[config.mk]
export PLATFORM = sky130hd
export DESIGN_NAME = writeback_unit
export DESIGN_NICKNAME = d
export VERILOG_FILES = /design/src/rtl/writeback_unit.sv
export SDC_FILE = /design/constraint.sdc
export NUM_CORES = 1
export LEC_CHECK = 0
export CAP_MARGIN = 5
export CORE_UTILIZATION = 35
export CTS_CLUSTER_SIZE = 12
export DETAILED_ROUTE_END_ITERATION = 8
export SYNTH_ARGS = -nofsm -noshare
export SYNTH_HDL_FRONTEND = slang
export SYNTH_SLANG_ARGS = --single-unit
[constraint.sdc]
create_clock -name clkwire -period 3.1 [get_ports clkwire]
set_input_delay 0.465 -clock clkwire [delete_from_list [all_inputs] [get_ports clkwire]]
set_output_delay 0.465 -clock clkwire [all_outputs]
set_load 0.02 [all_outputs]
[src/rtl/writeback_unit.sv]
// Writeback stage: MEM/WB register, a 16x16 register file with two bypassed
// read ports, a retired-instruction counter and a two-state halt machine.
module writeback_unit #(
    parameter int DW   = 16,
    parameter int NREG = 16
) (
    input  logic          clkwire,
    input  logic          rst,
    input  logic          memvalid,
    input  logic [3:0]    instruction,
    input  logic [3:0]    linenum,
    input  logic [3:0]    registernum,
    input  logic [DW-1:0] writedata,
    input  logic [DW-1:0] aluoutput,
    input  logic [3:0]    rs1addr,
    input  logic [3:0]    rs2addr,
    output logic [DW-1:0] rs1data,
    output logic [DW-1:0] rs2data,
    output logic          wb_valid,
    output logic [3:0]    wb_regnum,
    output logic [DW-1:0] wb_data,
    output logic [3:0]    wb_linenum,
    output logic [15:0]   retired,
    output logic          halted
);

    localparam logic [3:0] OP_LOAD  = 4'b0011;
    localparam logic [3:0] OP_STORE = 4'b0100;
    localparam logic [3:0] OP_NOP   = 4'b1110;
    localparam logic [3:0] OP_HALT  = 4'b1111;

    typedef enum logic [0:0] {
        ST_RUN    = 1'b0,
        ST_HALTED = 1'b1
    } state_t;

    state_t        state;
    logic          wen;
    logic [DW-1:0] regfile [NREG];

    logic          is_load;
    logic          is_store;
    logic          is_nop;
    logic          is_halt;
    logic          capture;
    logic          writes_rf;
    logic [DW-1:0] sel_data;

    always_comb begin
        is_load   = (instruction == OP_LOAD);
        is_store  = (instruction == OP_STORE);
        is_nop    = (instruction == OP_NOP);
        is_halt   = (instruction == OP_HALT);
        capture   = memvalid && (state == ST_RUN) && !is_nop;
        writes_rf = !is_store && !is_halt && !is_nop;
        sel_data  = '0;
        if (is_load) begin
            sel_data = writedata;
        end else if (writes_rf) begin
            sel_data = aluoutput;
        end
    end

    // The commit of the previous capture and the next capture share an edge;
    // reset wins over both, so a pending commit at reset is dropped.
    always_ff @(posedge clkwire) begin
        if (rst) begin
            state      <= ST_RUN;
            halted     <= 1'b0;
            wb_valid   <= 1'b0;
            wen        <= 1'b0;
            wb_regnum  <= '0;
            wb_data    <= '0;
            wb_linenum <= '0;
            retired    <= '0;
            for (int i = 0; i < NREG; i++) begin
                regfile[i] <= '0;
            end
        end else begin
            if (wen) begin
                regfile[wb_regnum] <= wb_data;
            end
            wb_valid <= capture;
            wen      <= capture && writes_rf && (registernum != 4'd0);
            if (capture) begin
                wb_regnum  <= registernum;
                wb_linenum <= linenum;
                wb_data    <= sel_data;
                retired    <= retired + 16'd1;
                if (is_halt) begin
                    state  <= ST_HALTED;
                    halted <= 1'b1;
                end
            end
        end
    end

    // Bypass from MEM/WB so decode never sees a stale array entry.
    always_comb begin
        rs1data = '0;
        if (rs1addr != 4'd0) begin
            if (wen && (wb_regnum == rs1addr)) begin
                rs1data = wb_data;
            end else begin
                rs1data = regfile[rs1addr];
            end
        end
    end

    always_comb begin
        rs2data = '0;
        if (rs2addr != 4'd0) begin
            if (wen && (wb_regnum == rs2addr)) begin
                rs2data = wb_data;
            end else begin
                rs2data = regfile[rs2addr];
            end
        end
    end

endmodule

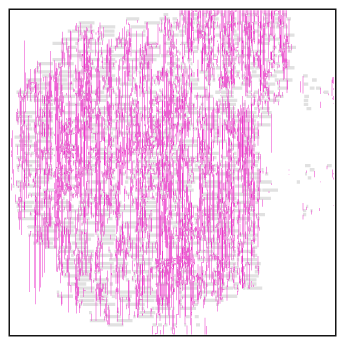
(met2 routing)
Drawn at 1.5 px/um.
wire length on this layer = 26.0 mm
longest straight run = 87.7 um

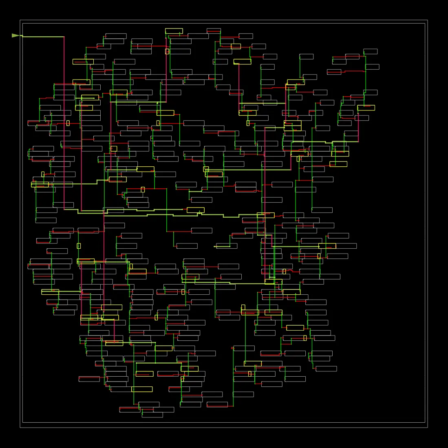
(clock routing)
TritonCTS Buffers: 35
CTS Sinks: 299
flop count: 299
Late-Pin Clk Latency: 0.54 ns

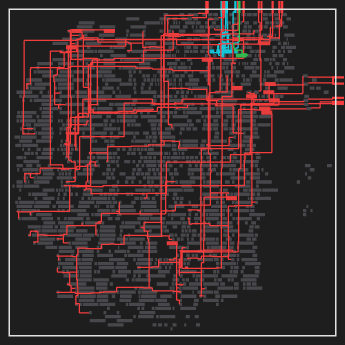
(wires at chosen ports, followed through buffers)
Drawn at 1.5 px/um.
green -> `halted`  # bits 1, direction output, edge north, end cells 1, buffers 1, wire 39.5 um
cyan -> `instruction`  # bits 4, direction input, edge north, end cells 11, buffers 4, wire 195 um
red -> `wb_data`  # bits 16, direction output, edge 11 north, 5 east, end cells 16, buffers 23, wire 5590 um

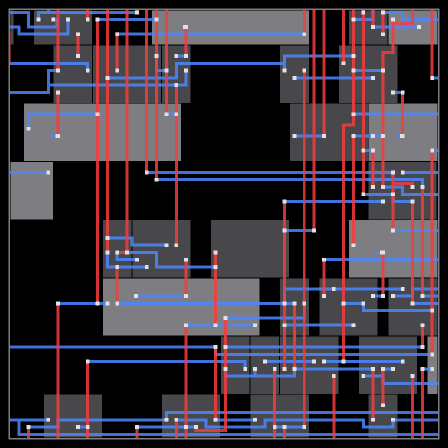
(a small window of the routed layout)
Window x 153 to 173, y 153 to 173 um. Cells in grey, sequential cells in the stronger grey; small squares are vias.
blue -> metal 1
red -> metal 2
cells with their middle in the window = 27
sequential cells in the window = 4
most frequent = nor2_1 (7), a211oi_1 (6), dfxtp_1 (4)
netlist names of flops here include = `retired` (2), `wb_data` (2)

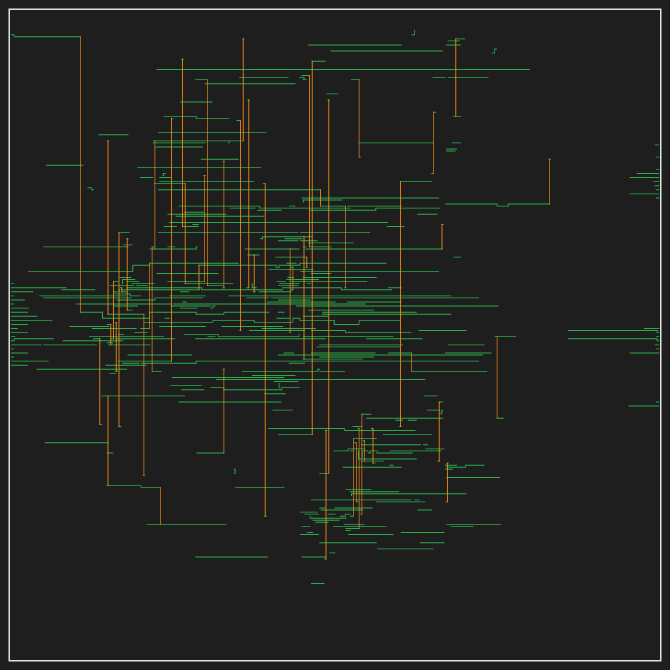
(wiring by layer)
Drawn at 3 px/um. Two of the layers only.
orange -> metal 4  # wire length 1980 um
green -> metal 3  # wire length 4810 um

==> qor.csv <==
stage;metric;value;unit
status;outcome;finished, final reports clean;
cells_and_area;comb_area_frac;0.353;
logic_synthesis;yosys_area;0.0161;mm^2
logic_synthesis;synth_cell_types;49;
cells_and_area;clkCellAreaFrac;0.0579;
cells_and_area;logic_area;0.00703;mm^2
timing;finalSetupViolations;0;
die;initCoreUtil;0.355;
global_route;grt-ovfl-total;0;
timing;fin_crit;3.02;ns
cells_and_area;syn_to_final_growth;23.6;%
routing;first_pass_iters;7;
clock_tree;cts.clk_slew.worst_paths;0.05;ns
clock_tree;cts-root-buf;clkbuf_16;
cells_and_area;fillers;4144;
logic_synthesis;synth-xor-area-share;0.00869;
timing;final.period_utilization;0.974;
setup_path;end_kind;output port;
setup_path;critPathMaxStageDelay;0.42;ns
cells_and_area;layout_top_cells;and2_1 (260), edfxtp_1 (256), buf_4 (143), mux2i_1 (128), clkdlybuf4s50_1 (88);
global_route;grt_pass1_wl;81.5;mm
cells_and_area;dominant_cells;sequential cells;
logic_synthesis;synthArstFlopShare;0;
clock_tree;cts_resized;59;
logic_synthesis;top_cell_area_share;0.477;
logic_synthesis;logic_family;multiplexers;
setup_path;crit_buf_inv;4;
global_route;use_met1;0.329;
logic_synthesis;fa_ha_area_frac;0.000776;
routing;post_drt_wl_per_cell;27.1;um
power_and_ir_drop;ir_drop;466;uV
power_and_ir_drop;switchingPower;2.66;mW
logic_synthesis;syn_inst;1290;
cells_and_area;nNonClkBuffers;277;
logic_synthesis;synth_area_per_cell;12.5;um^2
die;die_area;0.0469;mm^2
logic_synthesis;syn_area;0.0161;mm^2
power_and_ir_drop;pwr-share-comb;0.141;
routing;routedLengthMet1;24.0;mm
setup_path;path_cells;clkdlybuf4s50_1, buf_6, or3_4, buf_4, o22ai_2, a211oi_2, a31oi_1, clkdlybuf4s15_2;
worst_hold_path;min_from;wb_linenum[1];
placed_design;gp_congestion;0.975;
clock_tree;cts_tree;yes;
placed_design;io_buffers;128;
timing;slew-limit-headroom;0.466;
routing;via_per_inst;5.76;
cells_and_area;sh_seq_area;0.429;
die;nWellTaps;600;
power_and_ir_drop;swShare;0.258;
job;maxCapViolCount;0;
timing;max_freq;331;MHz
logic_synthesis;ys_seq_share;0.530;
logic_synthesis;ys_sh_mux;0.171;
die;die_h;217;um
setup_path;worstSetupEndpoint;rs1data[8];
routing;met3WireLength;4.81;mm
timing;skew;0.0146;ns
power_and_ir_drop;power_frac_clock;0.408;
logic_synthesis;yosysWarnings;0;
setup_path;cp.depth;8;
clock_tree;cts_setup_buffers;0;
job;log.warning_count;27;
global_route;use_met3;0.0490;
setup_path;r2r-end;regfile[14][1];
worst_hold_path;worstHoldPathCells;2;
logic_synthesis;largest_area_cell;edfxtp_1;
setup_path;critPathTopFamily;buffers and inverters;
routing;wl_met2;26.0;mm
power_and_ir_drop;power_leakage;7.52;nW
global_route;grt_max_degree;47;
timing;rsz0062_at_grt;false;
clock_tree;cts_hold_buf;0;
placed_design;dp.cells;2032;
clock_tree;cts.path.max_buffers;3;
## power groups by stage
stage	clock network, mW	logic, mW	registers, mW
floorplan	0	0.749	4.68
global placement	0	1.45	4.72
detailed placement	0	1.45	4.72
CTS	4.26	1.44	4.64
global route	4.39	1.51	4.66
finish	4.20	1.46	4.64
## state kept, by name (all words and copies together), names as in the netlist
name and count:
wb_valid 1, wen 1, wb_regnum 4, state 1, retired 16, wb_linenum 4
wb_data 16, regfile 256
## through the flow
stage               utilization  hold slack (ns)  TNS, ns  instance area (um^2)  power (mW)
floorplan                     -            0.535        0                 16100        5.43
global placement          0.412            0.442    -9.36                 18700        6.16
detailed placement        0.412            0.448    -9.32                 18700        6.17
CTS                       0.438            0.456   -0.140                 19900        10.3
global route              0.439            0.476        0                 19900        10.6
finish                    0.439            0.453        0                 19900        10.3
Power is estimated from default activity; no workload was simulated.
